[src/rtl/core_pkg.sv]
// Shared load/store definitions: access-size encodings, extension modes and LSU FSM states.
package core_pkg;

  localparam logic [1:0] SZ_BYTE = 2'b00;
  localparam logic [1:0] SZ_HALF = 2'b01;
  localparam logic [1:0] SZ_WORD = 2'b10;
  localparam logic [1:0] SZ_NONE = 2'b11;

  localparam logic EXT_SIGN = 1'b0;
  localparam logic EXT_ZERO = 1'b1;

  typedef enum logic [2:0] {
    StIdle,
    StReq0,
    StWait0,
    StReq1,
    StWait1,
    StDone
  } lsu_state_e;

  // An access is misaligned when it spills into the following word.
  function automatic logic is_misaligned(input logic [1:0] size, input logic [1:0] off);
    return ((size == SZ_HALF) && (off == 2'd3)) || ((size == SZ_WORD) && (off != 2'd0));
  endfunction

endpackage

[src/rtl/load_store_unit_if.sv]
// Pipeline-side request/response and word-wide data-memory bus of the load/store unit.
interface load_store_unit_if;
  logic        req_valid;
  logic        req_ready;
  logic        req_write;
  logic [1:0]  req_size;
  logic        req_unsigned;
  logic [31:0] req_addr;
  logic [31:0] req_wdata;
  logic        resp_valid;
  logic [31:0] resp_rdata;
  logic        resp_err;
  logic        busy;
  logic        mem_req;
  logic        mem_we;
  logic [31:0] mem_addr;
  logic [3:0]  mem_be;
  logic [31:0] mem_wdata;
  logic        mem_gnt;
  logic        mem_rvalid;
  logic [31:0] mem_rdata;

  modport slave (
    input  req_valid, req_write, req_size, req_unsigned, req_addr, req_wdata,
    input  mem_gnt, mem_rvalid, mem_rdata,
    output req_ready, resp_valid, resp_rdata, resp_err, busy,
    output mem_req, mem_we, mem_addr, mem_be, mem_wdata
  );

  modport master (
    output req_valid, req_write, req_size, req_unsigned, req_addr, req_wdata,
    output mem_gnt, mem_rvalid, mem_rdata,
    input  req_ready, resp_valid, resp_rdata, resp_err, busy,
    input  mem_req, mem_we, mem_addr, mem_be, mem_wdata
  );
endinterface

[src/rtl/lsu_align.sv]
// Combinational lane steering: byte enables and write data for both word beats, and
// extraction plus sign/zero extension of load data from the {hi, lo} word pair.
module lsu_align
  import core_pkg::*;
(
  input  logic [1:0]  i_size,
  input  logic [1:0]  i_off,
  input  logic        i_unsigned,
  input  logic [31:0] i_wdata,
  input  logic [31:0] i_lo,
  input  logic [31:0] i_hi,
  output logic [3:0]  o_be0,
  output logic [3:0]  o_be1,
  output logic [31:0] o_wdata0,
  output logic [31:0] o_wdata1,
  output logic [31:0] o_rdata
);

  logic [7:0]  w_mask;
  logic [7:0]  w_mask_sh;
  logic [63:0] w_wide;
  logic [31:0] w_raw;

  always_comb begin
    w_mask = 8'h00;
    unique case (i_size)
      SZ_BYTE: w_mask = 8'h01;
      SZ_HALF: w_mask = 8'h03;
      SZ_WORD: w_mask = 8'h0F;
      default: w_mask = 8'h00;
    endcase
  end

  // Shifting into a double-width window yields both beats at once.
  assign w_mask_sh = w_mask << i_off;
  assign w_wide    = {32'h0, i_wdata} << {i_off, 3'b000};
  assign w_raw     = 32'({i_hi, i_lo} >> {i_off, 3'b000});

  assign o_be0    = w_mask_sh[3:0];
  assign o_be1    = w_mask_sh[7:4];
  assign o_wdata0 = w_wide[31:0];
  assign o_wdata1 = w_wide[63:32];

  always_comb begin
    o_rdata = 32'h0;
    unique case (i_size)
      SZ_BYTE: o_rdata = (i_unsigned == EXT_ZERO) ? {24'h0, w_raw[7:0]}
                                                 : {{24{w_raw[7]}}, w_raw[7:0]};
      SZ_HALF: o_rdata = (i_unsigned == EXT_ZERO) ? {16'h0, w_raw[15:0]}
                                                 : {{16{w_raw[15]}}, w_raw[15:0]};
      SZ_WORD: o_rdata = w_raw;
      default: o_rdata = 32'h0;
    endcase
  end

endmodule

[src/rtl/load_store_unit.sv]
// Memory-stage load/store unit: one access at a time, misaligned accesses split into two
// word beats, every output registered from the next-state values.
module load_store_unit
  import core_pkg::*;
#(
  parameter bit ALLOW_MISALIGNED = 1'b1
) (
  input  logic            i_clk,
  input  logic            i_rst_n,
  load_store_unit_if.slave io_lsu
);

  lsu_state_e  r_state, w_state_n;
  logic        r_write, w_write_n;
  logic [1:0]  r_size, w_size_n;
  logic        r_unsigned, w_unsigned_n;
  logic [31:0] r_addr, w_addr_n;
  logic [31:0] r_wdata, w_wdata_n;
  logic        r_mis, w_mis_n;
  logic        r_err, w_err_n;
  logic [31:0] r_lo, w_lo_n;
  logic [31:0] r_hi, w_hi_n;

  logic        r_req_ready, r_busy, r_resp_valid, r_resp_err, r_mem_req, r_mem_we;
  logic [31:0] r_resp_rdata, r_mem_addr, r_mem_wdata;
  logic [3:0]  r_mem_be;
  logic        w_resp_valid_n, w_resp_err_n, w_mem_req_n, w_mem_we_n;
  logic [31:0] w_resp_rdata_n, w_mem_addr_n, w_mem_wdata_n;
  logic [3:0]  w_mem_be_n;

  logic        w_accept;
  logic        w_mis_in;
  logic [31:0] w_word_n;
  logic [3:0]  w_be0, w_be1;
  logic [31:0] w_wdata0, w_wdata1, w_rdata;

  assign w_accept = (r_state == StIdle) && io_lsu.req_valid;
  assign w_mis_in = is_misaligned(io_lsu.req_size, io_lsu.req_addr[1:0]);

  // Fields as they will be held next cycle, so registered outputs line up with the state.
  assign w_write_n    = w_accept ? io_lsu.req_write    : r_write;
  assign w_size_n     = w_accept ? io_lsu.req_size     : r_size;
  assign w_unsigned_n = w_accept ? io_lsu.req_unsigned : r_unsigned;
  assign w_addr_n     = w_accept ? io_lsu.req_addr     : r_addr;
  assign w_wdata_n    = w_accept ? io_lsu.req_wdata    : r_wdata;
  assign w_mis_n      = w_accept ? w_mis_in            : r_mis;
  assign w_err_n      = w_accept ? (w_mis_in && !ALLOW_MISALIGNED) : r_err;
  assign w_lo_n = w_accept ? 32'h0 :
                  ((r_state == StWait0) && io_lsu.mem_rvalid) ? io_lsu.mem_rdata : r_lo;
  assign w_hi_n = w_accept ? 32'h0 :
                  ((r_state == StWait1) && io_lsu.mem_rvalid) ? io_lsu.mem_rdata : r_hi;
  assign w_word_n = {w_addr_n[31:2], 2'b00};

  lsu_align u_align (
    .i_size     (w_size_n),
    .i_off      (w_addr_n[1:0]),
    .i_unsigned (w_unsigned_n),
    .i_wdata    (w_wdata_n),
    .i_lo       (w_lo_n),
    .i_hi       (w_hi_n),
    .o_be0      (w_be0),
    .o_be1      (w_be1),
    .o_wdata0   (w_wdata0),
    .o_wdata1   (w_wdata1),
    .o_rdata    (w_rdata)
  );

  always_comb begin
    w_state_n = r_state;
    unique case (r_state)
      StIdle: begin
        if (io_lsu.req_valid) begin
          if (io_lsu.req_size == SZ_NONE)         w_state_n = StDone;
          else if (w_mis_in && !ALLOW_MISALIGNED) w_state_n = StDone;
          else                                    w_state_n = StReq0;
        end
      end
      StReq0: begin
        if (io_lsu.mem_gnt) begin
          if (!r_write)   w_state_n = StWait0;
          else if (r_mis) w_state_n = StReq1;
          else            w_state_n = StDone;
        end
      end
      StWait0: if (io_lsu.mem_rvalid) w_state_n = r_mis ? StReq1 : StDone;
      StReq1:  if (io_lsu.mem_gnt) w_state_n = r_write ? StDone : StWait1;
      StWait1: if (io_lsu.mem_rvalid) w_state_n = StDone;
      StDone:  w_state_n = StIdle;
      default: w_state_n = StIdle;
    endcase
  end

  always_comb begin
    w_mem_req_n    = 1'b0;
    w_mem_addr_n   = 32'h0;
    w_mem_be_n     = 4'h0;
    w_mem_wdata_n  = 32'h0;
    w_resp_valid_n = (w_state_n == StDone);
    w_resp_err_n   = w_resp_valid_n && w_err_n;
    w_resp_rdata_n = 32'h0;
    if (w_state_n == StReq0) begin
      w_mem_req_n   = 1'b1;
      w_mem_addr_n  = w_word_n;
      w_mem_be_n    = w_be0;
      w_mem_wdata_n = w_wdata0;
    end else if (w_state_n == StReq1) begin
      w_mem_req_n   = 1'b1;
      w_mem_addr_n  = w_word_n + 32'd4;
      w_mem_be_n    = w_be1;
      w_mem_wdata_n = w_wdata1;
    end
    w_mem_we_n = w_mem_req_n && w_write_n;
    if (w_resp_valid_n && !w_write_n && (w_size_n != SZ_NONE) && !w_err_n) begin
      w_resp_rdata_n = w_rdata;
    end
  end

  always_ff @(posedge i_clk) begin
    if (!i_rst_n) begin
      r_state      <= StIdle;
      r_write      <= 1'b0;
      r_size       <= SZ_NONE;
      r_unsigned   <= EXT_SIGN;
      r_addr       <= 32'h0;
      r_wdata      <= 32'h0;
      r_mis        <= 1'b0;
      r_err        <= 1'b0;
      r_lo         <= 32'h0;
      r_hi         <= 32'h0;
      r_req_ready  <= 1'b1;
      r_busy       <= 1'b0;
      r_resp_valid <= 1'b0;
      r_resp_rdata <= 32'h0;
      r_resp_err   <= 1'b0;
      r_mem_req    <= 1'b0;
      r_mem_we     <= 1'b0;
      r_mem_addr   <= 32'h0;
      r_mem_be     <= 4'h0;
      r_mem_wdata  <= 32'h0;
    end else begin
      r_state      <= w_state_n;
      r_write      <= w_write_n;
      r_size       <= w_size_n;
      r_unsigned   <= w_unsigned_n;
      r_addr       <= w_addr_n;
      r_wdata      <= w_wdata_n;
      r_mis        <= w_mis_n;
      r_err        <= w_err_n;
      r_lo         <= w_lo_n;
      r_hi         <= w_hi_n;
      r_req_ready  <= (w_state_n == StIdle);
      r_busy       <= (w_state_n != StIdle);
      r_resp_valid <= w_resp_valid_n;
      r_resp_rdata <= w_resp_rdata_n;
      r_resp_err   <= w_resp_err_n;
      r_mem_req    <= w_mem_req_n;
      r_mem_we     <= w_mem_we_n;
      r_mem_addr   <= w_mem_addr_n;
      r_mem_be     <= w_mem_be_n;
      r_mem_wdata  <= w_mem_wdata_n;
    end
  end

  assign io_lsu.req_ready  = r_req_ready;
  assign io_lsu.busy       = r_busy;
  assign io_lsu.resp_valid = r_resp_valid;
  assign io_lsu.resp_rdata = r_resp_rdata;
  assign io_lsu.resp_err   = r_resp_err;
  assign io_lsu.mem_req    = r_mem_req;
  assign io_lsu.mem_we     = r_mem_we;
  assign io_lsu.mem_addr   = r_mem_addr;
  assign io_lsu.mem_be     = r_mem_be;
  assign io_lsu.mem_wdata  = r_mem_wdata;

endmodule

[src/flat_wrapper.sv]
// flat-port wrapper written by rule: the top's interface ports become plain ports
module load_store_unit_flat import core_pkg::*;
#(
  parameter bit ALLOW_MISALIGNED = 1'b1
)
  (i_clk, i_rst_n, io_lsu_req_valid, io_lsu_req_write, io_lsu_req_size, io_lsu_req_unsigned, io_lsu_req_addr, io_lsu_req_wdata, io_lsu_mem_gnt, io_lsu_mem_rvalid, io_lsu_mem_rdata, io_lsu_req_ready, io_lsu_resp_valid, io_lsu_resp_rdata, io_lsu_resp_err, io_lsu_busy, io_lsu_mem_req, io_lsu_mem_we, io_lsu_mem_addr, io_lsu_mem_be, io_lsu_mem_wdata);
  load_store_unit_if io_lsu_i ();
  input  logic i_clk;
  input  logic i_rst_n;
  input wire logic [$bits(io_lsu_i.req_valid)-1:0] io_lsu_req_valid;
  input wire logic [$bits(io_lsu_i.req_write)-1:0] io_lsu_req_write;
  input wire logic [$bits(io_lsu_i.req_size)-1:0] io_lsu_req_size;
  input wire logic [$bits(io_lsu_i.req_unsigned)-1:0] io_lsu_req_unsigned;
  input wire logic [$bits(io_lsu_i.req_addr)-1:0] io_lsu_req_addr;
  input wire logic [$bits(io_lsu_i.req_wdata)-1:0] io_lsu_req_wdata;
  input wire logic [$bits(io_lsu_i.mem_gnt)-1:0] io_lsu_mem_gnt;
  input wire logic [$bits(io_lsu_i.mem_rvalid)-1:0] io_lsu_mem_rvalid;
  input wire logic [$bits(io_lsu_i.mem_rdata)-1:0] io_lsu_mem_rdata;
  output wire logic [$bits(io_lsu_i.req_ready)-1:0] io_lsu_req_ready;
  output wire logic [$bits(io_lsu_i.resp_valid)-1:0] io_lsu_resp_valid;
  output wire logic [$bits(io_lsu_i.resp_rdata)-1:0] io_lsu_resp_rdata;
  output wire logic [$bits(io_lsu_i.resp_err)-1:0] io_lsu_resp_err;
  output wire logic [$bits(io_lsu_i.busy)-1:0] io_lsu_busy;
  output wire logic [$bits(io_lsu_i.mem_req)-1:0] io_lsu_mem_req;
  output wire logic [$bits(io_lsu_i.mem_we)-1:0] io_lsu_mem_we;
  output wire logic [$bits(io_lsu_i.mem_addr)-1:0] io_lsu_mem_addr;
  output wire logic [$bits(io_lsu_i.mem_be)-1:0] io_lsu_mem_be;
  output wire logic [$bits(io_lsu_i.mem_wdata)-1:0] io_lsu_mem_wdata;
  assign io_lsu_i.req_valid = io_lsu_req_valid;
  assign io_lsu_i.req_write = io_lsu_req_write;
  assign io_lsu_i.req_size = io_lsu_req_size;
  assign io_lsu_i.req_unsigned = io_lsu_req_unsigned;
  assign io_lsu_i.req_addr = io_lsu_req_addr;
  assign io_lsu_i.req_wdata = io_lsu_req_wdata;
  assign io_lsu_i.mem_gnt = io_lsu_mem_gnt;
  assign io_lsu_i.mem_rvalid = io_lsu_mem_rvalid;
  assign io_lsu_i.mem_rdata = io_lsu_mem_rdata;
  assign io_lsu_req_ready = io_lsu_i.req_ready;
  assign io_lsu_resp_valid = io_lsu_i.resp_valid;
  assign io_lsu_resp_rdata = io_lsu_i.resp_rdata;
  assign io_lsu_resp_err = io_lsu_i.resp_err;
  assign io_lsu_busy = io_lsu_i.busy;
  assign io_lsu_mem_req = io_lsu_i.mem_req;
  assign io_lsu_mem_we = io_lsu_i.mem_we;
  assign io_lsu_mem_addr = io_lsu_i.mem_addr;
  assign io_lsu_mem_be = io_lsu_i.mem_be;
  assign io_lsu_mem_wdata = io_lsu_i.mem_wdata;
  load_store_unit #(.ALLOW_MISALIGNED(ALLOW_MISALIGNED)) u_core (.i_clk(i_clk), .i_rst_n(i_rst_n), .io_lsu(io_lsu_i));
endmodule
[config.mk]
export PLATFORM = sky130hd
export DESIGN_NAME = load_store_unit_flat
export DESIGN_NICKNAME = d
export VERILOG_FILES = /design/src/rtl/core_pkg.sv /design/src/rtl/load_store_unit_if.sv /design/src/rtl/lsu_align.sv /design/src/rtl/load_store_unit.sv /design/src/flat_wrapper.sv
export SDC_FILE = /design/constraint.sdc
export NUM_CORES = 1
export LEC_CHECK = 0
export CORE_ASPECT_RATIO = 0.9
export CORE_UTILIZATION = 30
export DETAILED_ROUTE_END_ITERATION = 16
export PLACE_DENSITY = 0.61
export SYNTH_ARGS = -nofsm -noshare
export SYNTH_HDL_FRONTEND = slang
export SYNTH_SLANG_ARGS = --single-unit
[constraint.sdc]
create_clock -name i_clk -period 4.4 [get_ports i_clk]
set_input_delay 1.1 -clock i_clk [delete_from_list [all_inputs] [get_ports i_clk]]
set_output_delay 1.1 -clock i_clk [all_outputs]
set_load 0.01 [all_outputs]
layer_met2.png
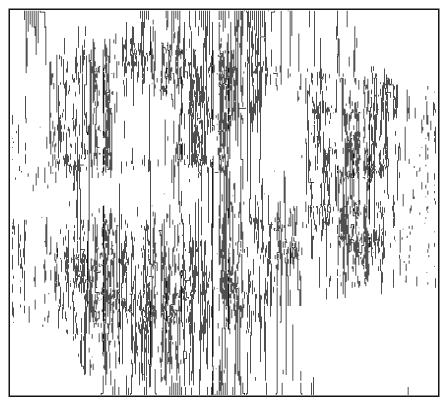
The layer carries 15600 um of wire. The layer holds 45% of the routed length. The longest straight run is 93.3 um. 1254 nets have wire on it.

clocks.png
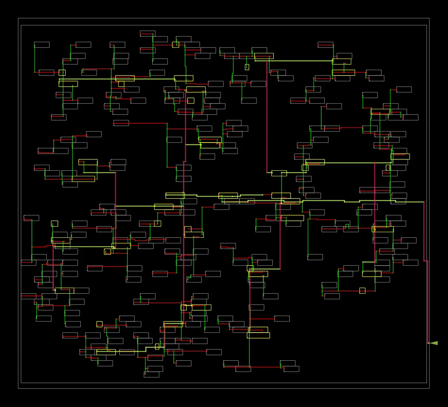
clock network latency to the later pin of the worst-skew pair: 550 ps
Layout clock buffers: 28
flip-flop and latch count: 233

==> out/README.md <==
| Item | This run | Unit |
|---|---|---|
| Root buffer cell | clkbuf_16 | - |
| Final Max Tran Viols | 0 | - |
| CTS max path bufs | 3 | - |
| Yosys cell types | 67 | - |
| I/O Buffers | 208 | - |
| Routed WL | 34500 | um |
| Number of buffers inserted during clock tree synthesis | 27 | - |
| Repair and plain buffers | 244 | - |
| Sequential cell area share | 32.9 | % |
| Count of inserted antenna diode cells | 4 | - |
| Flip-flops with a built-in enable | 0 | - |
| Combinational cell area excluding buffers and inverters | 5530 | sq um |
| Sum of negative setup slack | 0 | ps |
| Top flip-flop cell by instance count after synthesis | dfxtp_1 | - |
| Fill count | 3370 | - |
| Count of unresolved DRC violations after routing | 0 | - |
| Reported clock group power | 2.42 | mW |
| Total die size | 36100 | sq um |
| Cell area after synthesis | 10600 | sq um |
| Sequential Area | 4670 | sq um |
| Fa+ha+maj area frac | 0.591 | % |
| Clk tree area frac | 6.86 | % |
| Number of levels in the clock H-tree | 1 | - |
| Synth logic family | simple AND/OR/NAND/NOR gates | - |
| Post-DP HPWL | 24800 | um |
| GR Util met2 | 30.1 | % |
| CP required | 4800 | ps |
| Most crowded layer after global routing | met2 | - |
| Worst path setup slack after routing | 877 | ps |
| Group with the largest share of power | the clock network | - |
| Number of gates resized after cts | 0 | - |
| Multi-input comb cells | 853 | - |
| Max_slew headroom | 45.5 | % |
| Routed length per placed instance | 18.5 | um |
| Outcome | complete, no violations | - |
| Met3 track demand over resource | 3.87 | % |
| Core utilization at floorplan | 30.8 | % |
| Wire length of the first global-routing pass | 52800 | um |
| Dominant cell area share | 44.1 | % |
| Area reported by Yosys stat | 10600 | sq um |
| Most common cell in the synthesized netlist | dfxtp_1 | - |
| Max capacitance violation total | 0 | - |
| WHS | 458 | ps |
| Number of buffers inserted to repair setup after CTS | 0 | - |
| Synth Register Bits | 233 | - |
| Share of flip-flops with an asynchronous set or reset after synthesis | 0 | % |
| Number of routed nets with antenna violations | 0 | - |
| Pre-CTS setup slack | 280 | ps |
| Cell area leaders | dfxtp_1 (44%), mux2i_1 (14%), nor2_1 (5.6%) | - |
| Worst setup EP type | flip-flop | - |
| Vias in the first global route | 9135 | - |
| Fin nets | 1481 | - |
| Final period util | 80.1 | % |
| Area post-placement | 13200 | sq um |
| Pin slew with the least headroom to its limit | 801 | ps |
| RSZ-0062 raised after global routing | no | - |
| Average via count per standard cell | 5.19 | - |
| P_leak | 4.90 | nW |
==> final timing paths <==
check	from	endpoint	slack [ps]	cells past startpoint
hold / removal	u_core.r_lo[6]	u_core.r_lo[6]	460	2
setup reg to reg	u_core.r_state[0]	u_core.io_lsu.mem_wdata[0]	1300	7
setup / recovery	io_lsu_req_valid	u_core.io_lsu.mem_addr[30]	880	9
hold reg to reg	u_core.r_lo[6]	u_core.r_lo[6]	460	2
==> critical path, cell delays in order <==
cell             delay [ps]
clkdlybuf4s50_1         480
nor4b_4                 250
buf_12                  290
buf_12                  300
nand4_1                 160
a221o_1                 420
a2111oi_0               620
a21o_1                  200
a21oi_1                  50
==> routing by layer <==
metal,part of all wire (%),vias to the layer above
met4,1.6,4
met3,7.8,42
met2,45,386
li1,-,4633
met5,0.064,-
met1,45,4587
No activity file was given, so power comes from the tool's default toggle rates.
